### src/rtl/prng_pkg.sv
// prng_pkg - shared types and helpers for the prng_draw random source.
//   draw_state_e : draw FSM states (IDLE, SHIFT, CHECK).
//   lfsr_next()  : one Fibonacci LFSR step on a zero-extended word.
package prng_pkg;

  // Widest LFSR the step helper supports; callers zero-extend into it.
  localparam int LFSR_MAX_W = 64;

  typedef enum logic [1:0] {
    IDLE  = 2'd0,
    SHIFT = 2'd1,
    CHECK = 2'd2
  } draw_state_e;

  // Returns {fb, value[width-1:1]} where fb is the XOR of the tapped bits.
  // Bits at and above 'width' in 'value' must be zero.
  function automatic logic [LFSR_MAX_W-1:0] lfsr_next(
    input logic [LFSR_MAX_W-1:0] value,
    input logic [LFSR_MAX_W-1:0] taps,
    input int                    width
  );
    logic                  fb_s;
    logic [LFSR_MAX_W-1:0] fb_word_s;
    fb_s      = ^(value & taps);
    fb_word_s = {{(LFSR_MAX_W-1){1'b0}}, fb_s} << (width - 32'sd1);
    return (value >> 1'b1) | fb_word_s;
  endfunction

endpackage

### src/rtl/lfsr_core.sv
// lfsr_core - WIDTH-bit Fibonacci LFSR with snapshot/replay.
//   clk, reset   : clock, synchronous active-high reset
//   shift_en     : advance the LFSR by one step this cycle
//   randomize    : free-run request; its falling edge captures the snapshot
//   rerun        : restore the LFSR from the snapshot
//   load         : load LFSR and snapshot from load_data (zero -> SEED)
//   load_data    : load value
//   lfsr         : current LFSR value
module lfsr_core
  import prng_pkg::*;
#(
  parameter int               WIDTH = 16,
  parameter logic [WIDTH-1:0] TAPS  = 16'h002D,
  parameter logic [WIDTH-1:0] SEED  = 16'h0001
) (
  input  logic             clk,
  input  logic             reset,
  input  logic             shift_en,
  input  logic             randomize,
  input  logic             rerun,
  input  logic             load,
  input  logic [WIDTH-1:0] load_data,
  output logic [WIDTH-1:0] lfsr
);

  logic [WIDTH-1:0] lfsr_r;
  logic [WIDTH-1:0] snap_r;
  logic [WIDTH-1:0] load_val_s;
  logic [WIDTH-1:0] shifted_s;
  logic             randomize_d_r;
  logic             fall_s;

  // An all-zero LFSR would lock up, so a zero load falls back to SEED.
  assign load_val_s = (load_data == {WIDTH{1'b0}}) ? SEED : load_data;
  assign shifted_s  = WIDTH'(lfsr_next(LFSR_MAX_W'(lfsr_r), LFSR_MAX_W'(TAPS), WIDTH));
  assign fall_s     = ~randomize & randomize_d_r;
  assign lfsr       = lfsr_r;

  // LFSR register: load beats rerun beats shift.
  always_ff @(posedge clk) begin
    if (reset) begin
      lfsr_r <= SEED;
    end else if (load) begin
      lfsr_r <= load_val_s;
    end else if (rerun) begin
      lfsr_r <= snap_r;
    end else if (shift_en) begin
      lfsr_r <= shifted_s;
    end else begin
      lfsr_r <= lfsr_r;
    end
  end

  // Snapshot register: captures the unshifted value on randomize falling edge.
  always_ff @(posedge clk) begin
    if (reset) begin
      snap_r <= SEED;
    end else if (load) begin
      snap_r <= load_val_s;
    end else if (fall_s) begin
      snap_r <= lfsr_r;
    end else begin
      snap_r <= snap_r;
    end
  end

  // Delayed randomize for falling-edge detection.
  always_ff @(posedge clk) begin
    if (reset) begin
      randomize_d_r <= 1'b0;
    end else begin
      randomize_d_r <= randomize;
    end
  end

endmodule

### src/rtl/prng_draw.sv
// prng_draw - LFSR random source with request/valid symbol draws.
//   clk, reset   : clock, synchronous active-high reset
//   randomize    : free-run shift while high; falling edge snapshots
//   rerun        : restore LFSR from snapshot (aborts a draw in progress)
//   load         : load LFSR and snapshot (aborts a draw in progress)
//   load_data    : load value
//   draw_req     : symbol request, accepted while draw_ready is high
//   draw_ready   : high in IDLE
//   sym_valid    : one-cycle pulse when sym is updated
//   sym          : drawn symbol in [0, SYM_RANGE)
//   state_out    : current LFSR value
module prng_draw
  import prng_pkg::*;
#(
  parameter int               WIDTH      = 16,
  parameter logic [WIDTH-1:0] TAPS       = 16'h002D,
  parameter logic [WIDTH-1:0] SEED       = 16'h0001,
  parameter int               SYM_BITS   = 2,
  parameter int               SYM_RANGE  = 4,
  parameter int               MAX_REJECT = 4
) (
  input  logic                clk,
  input  logic                reset,
  input  logic                randomize,
  input  logic                rerun,
  input  logic                load,
  input  logic [WIDTH-1:0]    load_data,
  input  logic                draw_req,
  output logic                draw_ready,
  output logic                sym_valid,
  output logic [SYM_BITS-1:0] sym,
  output logic [WIDTH-1:0]    state_out
);

  localparam int BC_W = $clog2(SYM_BITS + 1);
  localparam int RC_W = $clog2(MAX_REJECT + 1);
  localparam logic [BC_W-1:0]     BIT_LAST = BC_W'(SYM_BITS - 1);
  localparam logic [RC_W-1:0]     REJ_LAST = RC_W'(MAX_REJECT - 1);
  localparam logic [SYM_BITS:0]   RANGE_W  = (SYM_BITS + 1)'(SYM_RANGE);
  localparam logic [SYM_BITS-1:0] RANGE_LO = RANGE_W[SYM_BITS-1:0];

  draw_state_e         state_r, state_nxt_s;
  logic [BC_W-1:0]     bit_cnt_r;
  logic [RC_W-1:0]     rej_cnt_r;
  logic [SYM_BITS-1:0] cand_r;
  logic [SYM_BITS-1:0] cand_shift_s;
  logic [SYM_BITS-1:0] sym_r;
  logic                sym_valid_r;
  logic [WIDTH-1:0]    lfsr_s;
  logic                shift_en_s;
  logic                abort_s;
  logic                cand_ok_s;
  logic                rej_more_s;
  logic                draw_ready_s;
  logic                emit_ok_s;
  logic                emit_forced_s;
  logic                reject_s;

  assign abort_s      = load | rerun;
  assign cand_ok_s    = ({1'b0, cand_r} < RANGE_W);
  assign rej_more_s   = (rej_cnt_r < REJ_LAST);
  // New LFSR bit enters at the candidate MSB; older bits move down.
  assign cand_shift_s = SYM_BITS'({lfsr_s[0], cand_r} >> 1'b1);
  // randomize shifts alongside SHIFT but the core steps at most once per cycle.
  assign shift_en_s   = randomize | (state_r == SHIFT);

  lfsr_core #(
    .WIDTH (WIDTH),
    .TAPS  (TAPS),
    .SEED  (SEED)
  ) u_core (
    .clk       (clk),
    .reset     (reset),
    .shift_en  (shift_en_s),
    .randomize (randomize),
    .rerun     (rerun),
    .load      (load),
    .load_data (load_data),
    .lfsr      (lfsr_s)
  );

  // FSM state register.
  always_ff @(posedge clk) begin
    if (reset) begin
      state_r <= IDLE;
    end else begin
      state_r <= state_nxt_s;
    end
  end

  // FSM next-state logic.
  always_comb begin
    state_nxt_s = state_r;
    case (state_r)
      IDLE: begin
        if (draw_req) begin
          state_nxt_s = SHIFT;
        end else begin
          state_nxt_s = IDLE;
        end
      end
      SHIFT: begin
        if (abort_s) begin
          state_nxt_s = IDLE;
        end else if (bit_cnt_r == BIT_LAST) begin
          state_nxt_s = CHECK;
        end else begin
          state_nxt_s = SHIFT;
        end
      end
      CHECK: begin
        if (abort_s || cand_ok_s || !rej_more_s) begin
          state_nxt_s = IDLE;
        end else begin
          state_nxt_s = SHIFT;
        end
      end
      default: state_nxt_s = IDLE;
    endcase
  end

  // FSM outputs: ready flag and CHECK-stage decisions.
  always_comb begin
    draw_ready_s  = 1'b0;
    emit_ok_s     = 1'b0;
    emit_forced_s = 1'b0;
    reject_s      = 1'b0;
    case (state_r)
      IDLE:  draw_ready_s = 1'b1;
      SHIFT: draw_ready_s = 1'b0;
      CHECK: begin
        if (abort_s) begin
          reject_s = 1'b0;
        end else if (cand_ok_s) begin
          emit_ok_s = 1'b1;
        end else if (rej_more_s) begin
          reject_s = 1'b1;
        end else begin
          emit_forced_s = 1'b1;
        end
      end
      default: draw_ready_s = 1'b0;
    endcase
  end

  // Draw datapath: bit/reject counters and candidate assembly.
  always_ff @(posedge clk) begin
    if (reset) begin
      bit_cnt_r <= {BC_W{1'b0}};
      rej_cnt_r <= {RC_W{1'b0}};
      cand_r    <= {SYM_BITS{1'b0}};
    end else begin
      case (state_r)
        IDLE: begin
          bit_cnt_r <= {BC_W{1'b0}};
          rej_cnt_r <= {RC_W{1'b0}};
        end
        SHIFT: begin
          cand_r    <= cand_shift_s;
          bit_cnt_r <= bit_cnt_r + BC_W'(1'b1);
        end
        CHECK: begin
          if (reject_s) begin
            rej_cnt_r <= rej_cnt_r + RC_W'(1'b1);
            bit_cnt_r <= {BC_W{1'b0}};
          end else begin
            rej_cnt_r <= rej_cnt_r;
          end
        end
        default: bit_cnt_r <= {BC_W{1'b0}};
      endcase
    end
  end

  // Registered symbol outputs; a capped draw folds the candidate into range.
  always_ff @(posedge clk) begin
    if (reset) begin
      sym_r       <= {SYM_BITS{1'b0}};
      sym_valid_r <= 1'b0;
    end else begin
      sym_valid_r <= emit_ok_s | emit_forced_s;
      if (emit_ok_s) begin
        sym_r <= cand_r;
      end else if (emit_forced_s) begin
        sym_r <= cand_r - RANGE_LO;
      end else begin
        sym_r <= sym_r;
      end
    end
  end

  assign draw_ready = draw_ready_s;
  assign sym_valid  = sym_valid_r;
  assign sym        = sym_r;
  assign state_out  = lfsr_s;

endmodule

### config.mk
export PLATFORM = sky130hd
export DESIGN_NAME = prng_draw
export DESIGN_NICKNAME = d
export VERILOG_FILES = /design/src/rtl/prng_pkg.sv /design/src/rtl/lfsr_core.sv /design/src/rtl/prng_draw.sv
export SDC_FILE = /design/constraint.sdc
export NUM_CORES = 1
export LEC_CHECK = 0
export ABC_AREA = 1
export CORE_UTILIZATION = 45
export CTS_CLUSTER_DIAMETER = 50
export DETAILED_ROUTE_END_ITERATION = 8
export PLACE_DENSITY = 0.72
export SETUP_SLACK_MARGIN = 0.4
export SLEW_MARGIN = 40
export SYNTH_ARGS = -nofsm -noshare
export SYNTH_HDL_FRONTEND = slang
export SYNTH_SLANG_ARGS = --single-unit
### constraint.sdc
create_clock -name clk -period 1.35 [get_ports clk]
set_input_delay 0.3375 -clock clk [delete_from_list [all_inputs] [get_ports clk]]
set_output_delay 0.3375 -clock clk [all_outputs]
set_load 0.02 [all_outputs]
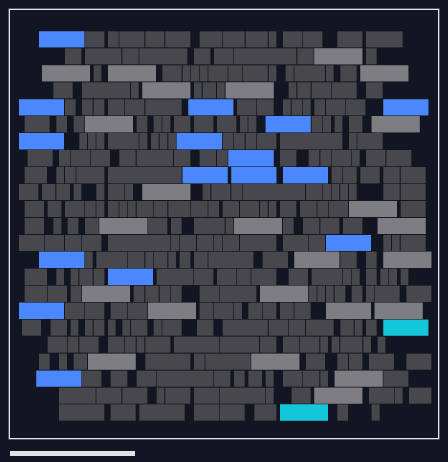
(images/flops_by_reg.png)
Scale bar: 20 um. Other sequential cells in the stronger grey, the rest of the logic in the fainter grey.
Key: blue = u_core.snap_r [flops 16]; cyan = bit_cnt_r [flops 2]
Another 24 sequential cells are not coloured.

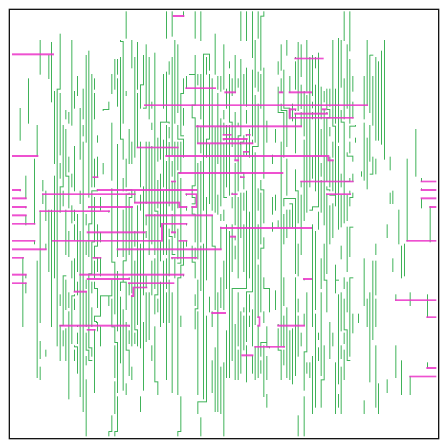
(images/wires.png)
Only two layers are drawn.
Key: magenta = metal 3 [wire length 433 um]; green = metal 2 [wire length 3680 um]

==> run_results.csv <==
group,metric,value,unit
critical_path,worst-endpoint-arrival,0.87,ns
clock_network,clock-sinks,42,
sta,finalHoldViolCount,0,
sta,period_needed,1.21,ns
floorplanning,coreArea,0.00414,sq mm
yosys,synthesis.area,0.00200,sq mm
critical_path,cpMaxStageDelayCell,"dfxtp_2",
critical_path,r2r_cells,6,
sta,worst_pin_slew,0.264,ns
worst_hold_path,hold_path_class,"input port to register",
clock_network,cts_buffers,5,
clock_network,ctsHtreeMaxLevel,2,
floorplanning,fp-utilization,0.482,
placement,placed_area,0.00276,sq mm
clock_network,cts_buffer_depth,2,
clock_network,cts_root_buf,"clkbuf_8",
detailed_routing,vias_per_cell,5.69,
critical_path,reg2reg_to,"u_core.lfsr[2]$_SDFFE_PP0P_",
placement,portBuffers,41,
sta,tns,0,ns
yosys,synthFlopType,"dfxtp_1",
cells_and_area,drive_above_1_share,0.500,
pwr,p_total,0.00315,W
sta,slew_headroom,0.824,
grt,grt_pass1_vias,2234,
status,status,"finished, final reports clean",
clock_network,post_cts_buffers,6,
yosys,common_cells,"nor2_1 (53), dfxtp_1 (42), o21ai_0 (37)",
yosys,ys_cells,271,
grt,antenna_found_initial,0,
cells_and_area,nNetsFinal,385,
critical_path,start_kind,"register",
pwr,power_leakage,1.45,nW
grt,grt_pass1_wl,10400,um
worst_hold_path,worst_hold_startpoint,"load_data[11]",
clock_network,ctsResizeCount,225,
yosys,ys_seq_frac,0.421,
cells_and_area,final_util,0.835,
yosys,ys.flops,42,
yosys,top_area_cell,"dfxtp_1",
yosys,top_area_frac,0.421,
job,drv_cap,0,
placement,dpl.hpwl,3620,um
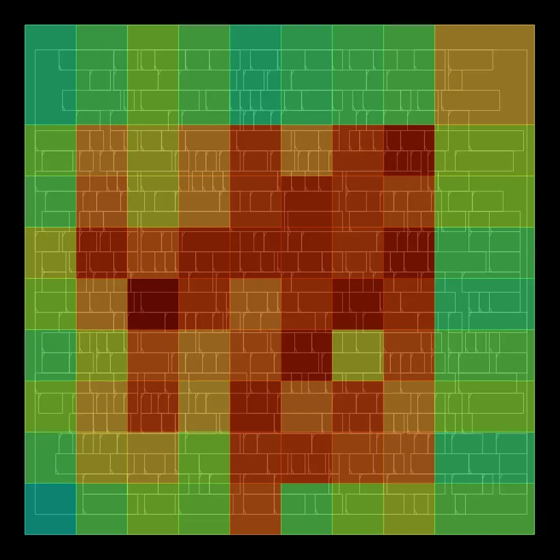
(images/congestion.png)
wire per inst: 17.3 um
Top Usage Layer GRT: met2

==> layout make-up <==
type | instances | area (sq um)
multi-input cells | 201 | 1310
clock buffers | 5 | 68.8
well taps | 50 | 62.6
repair buffers | 100 | 1090
fillers | 241 | 684
flip-flops and latches | 42 | 870
inverters | 12 | 55.1
clock inverters | 2 | 10.0
==> cells by family (layout without fill, tap and decap cells) <==
kind of cell,count (synthesis),in the layout,share of synthesized area
buffers and inverters,28,119,0.0820
AND-OR/OR-AND,101,101,0.274
AND/OR/NAND/NOR,95,95,0.199
flip-flops,42,42,0.421
adder cells (fa/ha/maj),1,1,0.00626
XOR/XNOR,4,4,0.0175
==> report_power, final <==
part           internal (W)  leakage (nW)  switching [W]
registers           0.00134         0.355      0.0000674
logic              0.000474          1.05       0.000494
clock network      0.000347        0.0438       0.000433
==> critical path, delay by kind of cell (launching register included) <==
| kind | cells | cell delay, ns |
|---|---|---|
| flip-flops | 1 | 0.34 |
| buffers and inverters | 1 | 0.12 |
| AND/OR/NAND/NOR | 1 | 0.11 |
==> sequential cells by signal, summed over array words and instances (netlist names) <==
| name | cells |
|---|---|
| u_core.lfsr | 16 |
| u_core.snap_r | 16 |
| bit_cnt_r | 2 |
| cand_r | 2 |
| state_r | 2 |
| sym | 2 |
| sym_valid | 1 |
| u_core.randomize_d_r | 1 |
==> how the worst max path moves through the flow <==
| stage | from | slack (ns) | endpoint |
|---|---|---|---|
| floorplan | load | 0.22 | u_core.snap_r[10]$_SDFFE_PP0P_ |
| global placement | load | -0.26 | u_core.lfsr[15]$_SDFFE_PP0P_ |
| detailed placement | load | -0.28 | u_core.lfsr[15]$_SDFFE_PP0P_ |
| CTS | state_r[0]$_SDFF_PP0_ | 0.14 | draw_ready |
| global route | state_r[1]$_SDFF_PP0_ | 0.10 | draw_ready |
| finish | state_r[1]$_SDFF_PP0_ | 0.14 | draw_ready |
==> cell usage in the layout, fill, tap and decap left out, drive strengths merged <==
cell type | netlist | layout
clkinv | 0 | 2
inv | 12 | 12
a21oi | 35 | 35
dlygate4sd2 | 0 | 11
xnor2 | 2 | 2
xor2 | 2 | 2
or2 | 1 | 1
clkdlybuf4s50 | 0 | 1
a41oi | 1 | 1
bufbuf | 0 | 1
dfxtp | 42 | 42
a31oi | 14 | 14
nand3 | 3 | 3
ha | 1 | 1
clkbuf | 3 | 6
nand4 | 2 | 2
clkdlybuf4s15 | 0 | 8
nand2 | 34 | 34
o21a | 1 | 1
o21ai | 50 | 50
nor3 | 1 | 1
nor2 | 54 | 54
buf | 13 | 78
==> stage by stage <==
| step | setup slack (ns) | hold slack, ns | std cells |
|---|---|---|---|
| floorplan | 0.217 | 0.399 | 271 |
| detailed placement | -0.281 | 0.457 | 390 |
| global route | 0.101 | 0.436 | 412 |
| CTS | 0.139 | 0.455 | 408 |
| finish | 0.141 | 0.424 | 412 |
| global placement | -0.265 | 0.437 | 390 |
==> routing by layer <==
layer | track usage | wire length [um] | vias to the layer above
met1 | 0.354 | 2720 | 1097
li1 | - | - | 1111
met3 | 0.0609 | 432 | 35
met5 | 0 | 0 | -
met2 | 0.534 | 3680 | 103
met4 | 0.159 | 284 | 0
No activity file was given, so power comes from the tool's default toggle rates.
